==> src/rtl/cdc_pkg.sv <==
// Shared definitions for the clock-domain-crossing handshake blocks.
package cdc_pkg;

    localparam int SYNC_STAGES = 2;

    typedef enum logic {
        IDLE     = 1'b0,
        WAIT_ACK = 1'b1
    } state_t;

endpackage

==> src/rtl/synchronizer_2ff.sv <==
// Flop-chain synchronizer for bringing asynchronous levels into the local clock domain.
module synchronizer_2ff
    import cdc_pkg::*;
#(
    parameter int DATA_WIDTH = 1
) (
    input  logic                  clk,
    input  logic                  rst_ni,
    input  logic [DATA_WIDTH-1:0] d,
    output logic [DATA_WIDTH-1:0] q
);

    logic [SYNC_STAGES-1:0][DATA_WIDTH-1:0] stage_q;

    always_ff @(posedge clk or negedge rst_ni) begin
        if (!rst_ni) begin
            stage_q <= '0;
        end else begin
            stage_q[0] <= d;
            for (int i = 1; i < SYNC_STAGES; i++) begin
                stage_q[i] <= stage_q[i-1];
            end
        end
    end

    assign q = stage_q[SYNC_STAGES-1];

endmodule

==> src/rtl/cdc_handshake_tx.sv <==
// Source side of a toggle req/ack handshake: registers a word, flips req_o, and waits
// for the fast domain to echo the toggle on ack_i. Sticky err_o flags a missing acknowledge.
//
// Handshake: a word is accepted at a rising edge where ready_o=1 and valid_i=1; ready_o
// then stays low until the transfer completes, and valid_i/data_i are ignored meanwhile.
module cdc_handshake_tx
    import cdc_pkg::*;
#(
    parameter int DATA_WIDTH  = 8,
    parameter int ACK_TIMEOUT = 64
) (
    input  logic                  clk_slow,
    input  logic                  rst_ni,
    input  logic [DATA_WIDTH-1:0] data_i,
    input  logic                  valid_i,
    output logic                  ready_o,
    output logic [DATA_WIDTH-1:0] data_o,
    output logic                  req_o,
    input  logic                  ack_i,
    output logic                  done_o,
    output logic                  err_o,
    input  logic                  clr_err_i,
    output logic [15:0]           xfer_cnt_o,
    output state_t                state_o
);

    localparam logic [15:0] TO_MAX  = 16'(ACK_TIMEOUT);
    localparam logic [15:0] TO_LAST = 16'(ACK_TIMEOUT - 1);

    state_t      state_q;
    logic [15:0] to_cnt_q;
    logic        ack_s;
    logic        ack_match;
    logic        timeout_evt;

    synchronizer_2ff #(
        .DATA_WIDTH(1)
    ) u_ack_sync (
        .clk   (clk_slow),
        .rst_ni(rst_ni),
        .d     (ack_i),
        .q     (ack_s)
    );

    // Phases agree once the receiver has echoed the latest request toggle.
    assign ack_match   = (ack_s == req_o);
    assign timeout_evt = (state_q == WAIT_ACK) && !ack_match && (to_cnt_q == TO_LAST);

    always_ff @(posedge clk_slow or negedge rst_ni) begin
        if (!rst_ni) begin
            state_q    <= IDLE;
            ready_o    <= 1'b1;
            data_o     <= '0;
            req_o      <= 1'b0;
            done_o     <= 1'b0;
            err_o      <= 1'b0;
            xfer_cnt_o <= 16'h0000;
            to_cnt_q   <= 16'h0000;
        end else begin
            done_o <= 1'b0;
            // A timeout on the same edge as a clear request keeps the flag set.
            if (timeout_evt) begin
                err_o <= 1'b1;
            end else if (clr_err_i) begin
                err_o <= 1'b0;
            end
            case (state_q)
                IDLE: begin
                    if (valid_i) begin
                        data_o   <= data_i;
                        req_o    <= ~req_o;
                        ready_o  <= 1'b0;
                        to_cnt_q <= 16'h0000;
                        state_q  <= WAIT_ACK;
                    end
                end
                WAIT_ACK: begin
                    if (ack_match) begin
                        done_o     <= 1'b1;
                        ready_o    <= 1'b1;
                        xfer_cnt_o <= xfer_cnt_o + 16'd1;
                        state_q    <= IDLE;
                    end else if (to_cnt_q != TO_MAX) begin
                        to_cnt_q <= to_cnt_q + 16'd1;
                    end
                end
                default: begin
                    ready_o <= 1'b1;
                    state_q <= IDLE;
                end
            endcase
        end
    end

    assign state_o = state_q;

endmodule

==> config.mk <==
export PLATFORM = sky130hd
export DESIGN_NAME = cdc_handshake_tx
export DESIGN_NICKNAME = d
export VERILOG_FILES = /design/src/rtl/cdc_pkg.sv /design/src/rtl/synchronizer_2ff.sv /design/src/rtl/cdc_handshake_tx.sv
export SDC_FILE = /design/constraint.sdc
export NUM_CORES = 1
export LEC_CHECK = 0
export CAP_MARGIN = 15
export CORE_AREA = 2 2 61 78
export CTS_BUF_LIST = sky130_fd_sc_hd__clkbuf_8
export CTS_CLUSTER_DIAMETER = 40
export DETAILED_ROUTE_END_ITERATION = 6
export DIE_AREA = 0 0 63 80
export PLACE_DENSITY_LB_ADDON = 0.15
export SETUP_SLACK_MARGIN = 0.1
export SKIP_LAST_GASP = 1
export SLEW_MARGIN = 5
export SYNTH_ARGS = -nofsm -noshare
export SYNTH_HDL_FRONTEND = slang
export SYNTH_HIERARCHICAL = 1
export SYNTH_SLANG_ARGS = --single-unit
==> constraint.sdc <==
create_clock -name clk_slow -period 4.53 [get_ports clk_slow]
set_input_delay 0.906 -clock clk_slow [delete_from_list [all_inputs] [get_ports clk_slow]]
set_output_delay 0.906 -clock clk_slow [all_outputs]
set_load 0.03 [all_outputs]
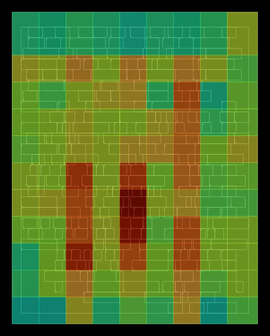
*Track usage over the die*
GR Layer Usage met3: 4.23%
GRT busiest layer: met2
met2 usage: 35.5%
Total GRT Usage: 20.2%

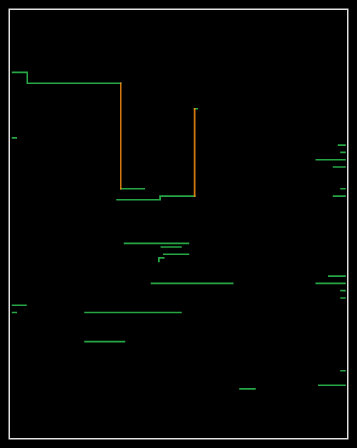
*Routed metal, one colour a layer*
Only two layers are drawn.
[M4] orange | wire length: 36.0 um
[M3] green | wire length: 139 um

## final timing paths
path,from,cells past startpoint,end,slack [ps]
min in group asynchronous,rst_ni,1,xfer_cnt_o[9],520
max,state_o,1,state_o,1830
min reg2reg,u_ack_sync/stage_q[0],0,u_ack_sync/q,350
max in group asynchronous,rst_ni,2,ready_o,3450
max reg2reg,state_o,4,to_cnt_q[1],2600
min,u_ack_sync/stage_q[0],0,u_ack_sync/q,350
## cells by family after synthesis
kind of cell	share of synthesized area, %
compound gates	12.2
flops	51.1
mux	4.84
xor+xnor	7.17
simple gates	19.7
buf+inv	3.32
fa+ha+maj	1.63
## where the power goes
part / internal [mW] / switching [mW]
clock network: 0.120 / 0.132
registers: 0.528 / 0.119
logic: 0.309 / 0.430
==> impl_metrics.yaml <==
# yosys + openroad results
synthesis:
  syn_area_sq_mm: 0.00230
  ys_chip_area_sq_mm: 0.00230
  top_area_cell: "dfrtp_1"
  fp_nets: 216
  yosys_most_used_dff: "dfrtp_1"
  area_leaders: "dfrtp_1 50%, mux2_2 3.9%, xor2_1 3.8%"
worst_hold_path:
  hp-class: "reg2reg"
status:
  status: "finished clean"
clocking:
  cts_sinks: 47
  clk_pin_slew_ps: 80
  ctsResizeCount: 0
  clockRootBuffer: "clkbuf_8"
  cts_buffer_depth: 2
floorplan:
  row_count: 27
  tapCellCount: 58
  core_area_sq_mm: 0.00429
  chipArea_sq_mm: 0.00504
finish:
  flop_area_sq_mm: 0.00118
  sh_seq_area_pct: 41.3
  reg.largest.list: "to_cnt_q: 16 flops, xfer_cnt_o: 16 flops, data_o: 8 flops"
  comb-cell-share_pct: 36.8
  synthToLayoutAreaGrowth_pct: 23.8
  diodes: 0
  signal_buffers: 42
  logic_gates: 140
  nClkBuffers: 6
  layout.cells.most_common: "dfrtp_1"
pwr:
  p_total_mw: 1.64
route:
  via_count: 1724
  drc: 0
  drtAntennaViolNets: 0
  met3_length_um: 138
global_routing:
  grt_max_degree: 48
  grt_pass1_wl_um: 8050
  grt_pass1_vias: 1779
  grt_antenna_before_repair: 0
sta:
  tightest_slew_ps: 864
  drv_slew: 0
  setup_viol: 0
  rsz0062_at_grt: "false"
  final.setup.tns_ps: 0
  slew_headroom_pct: 42.3
  fmax_ghz: 0.370
setup_path:
  crit_type: "reg2out"
  worstPathMaxFanout: 16
  path_delay_family: "buffers and inverters"
  cp-start-kind: "flip-flop"
  worstSetupEndpointType: "primary output"
Power figures rest on the tool's default switching activity, not on a simulated workload.
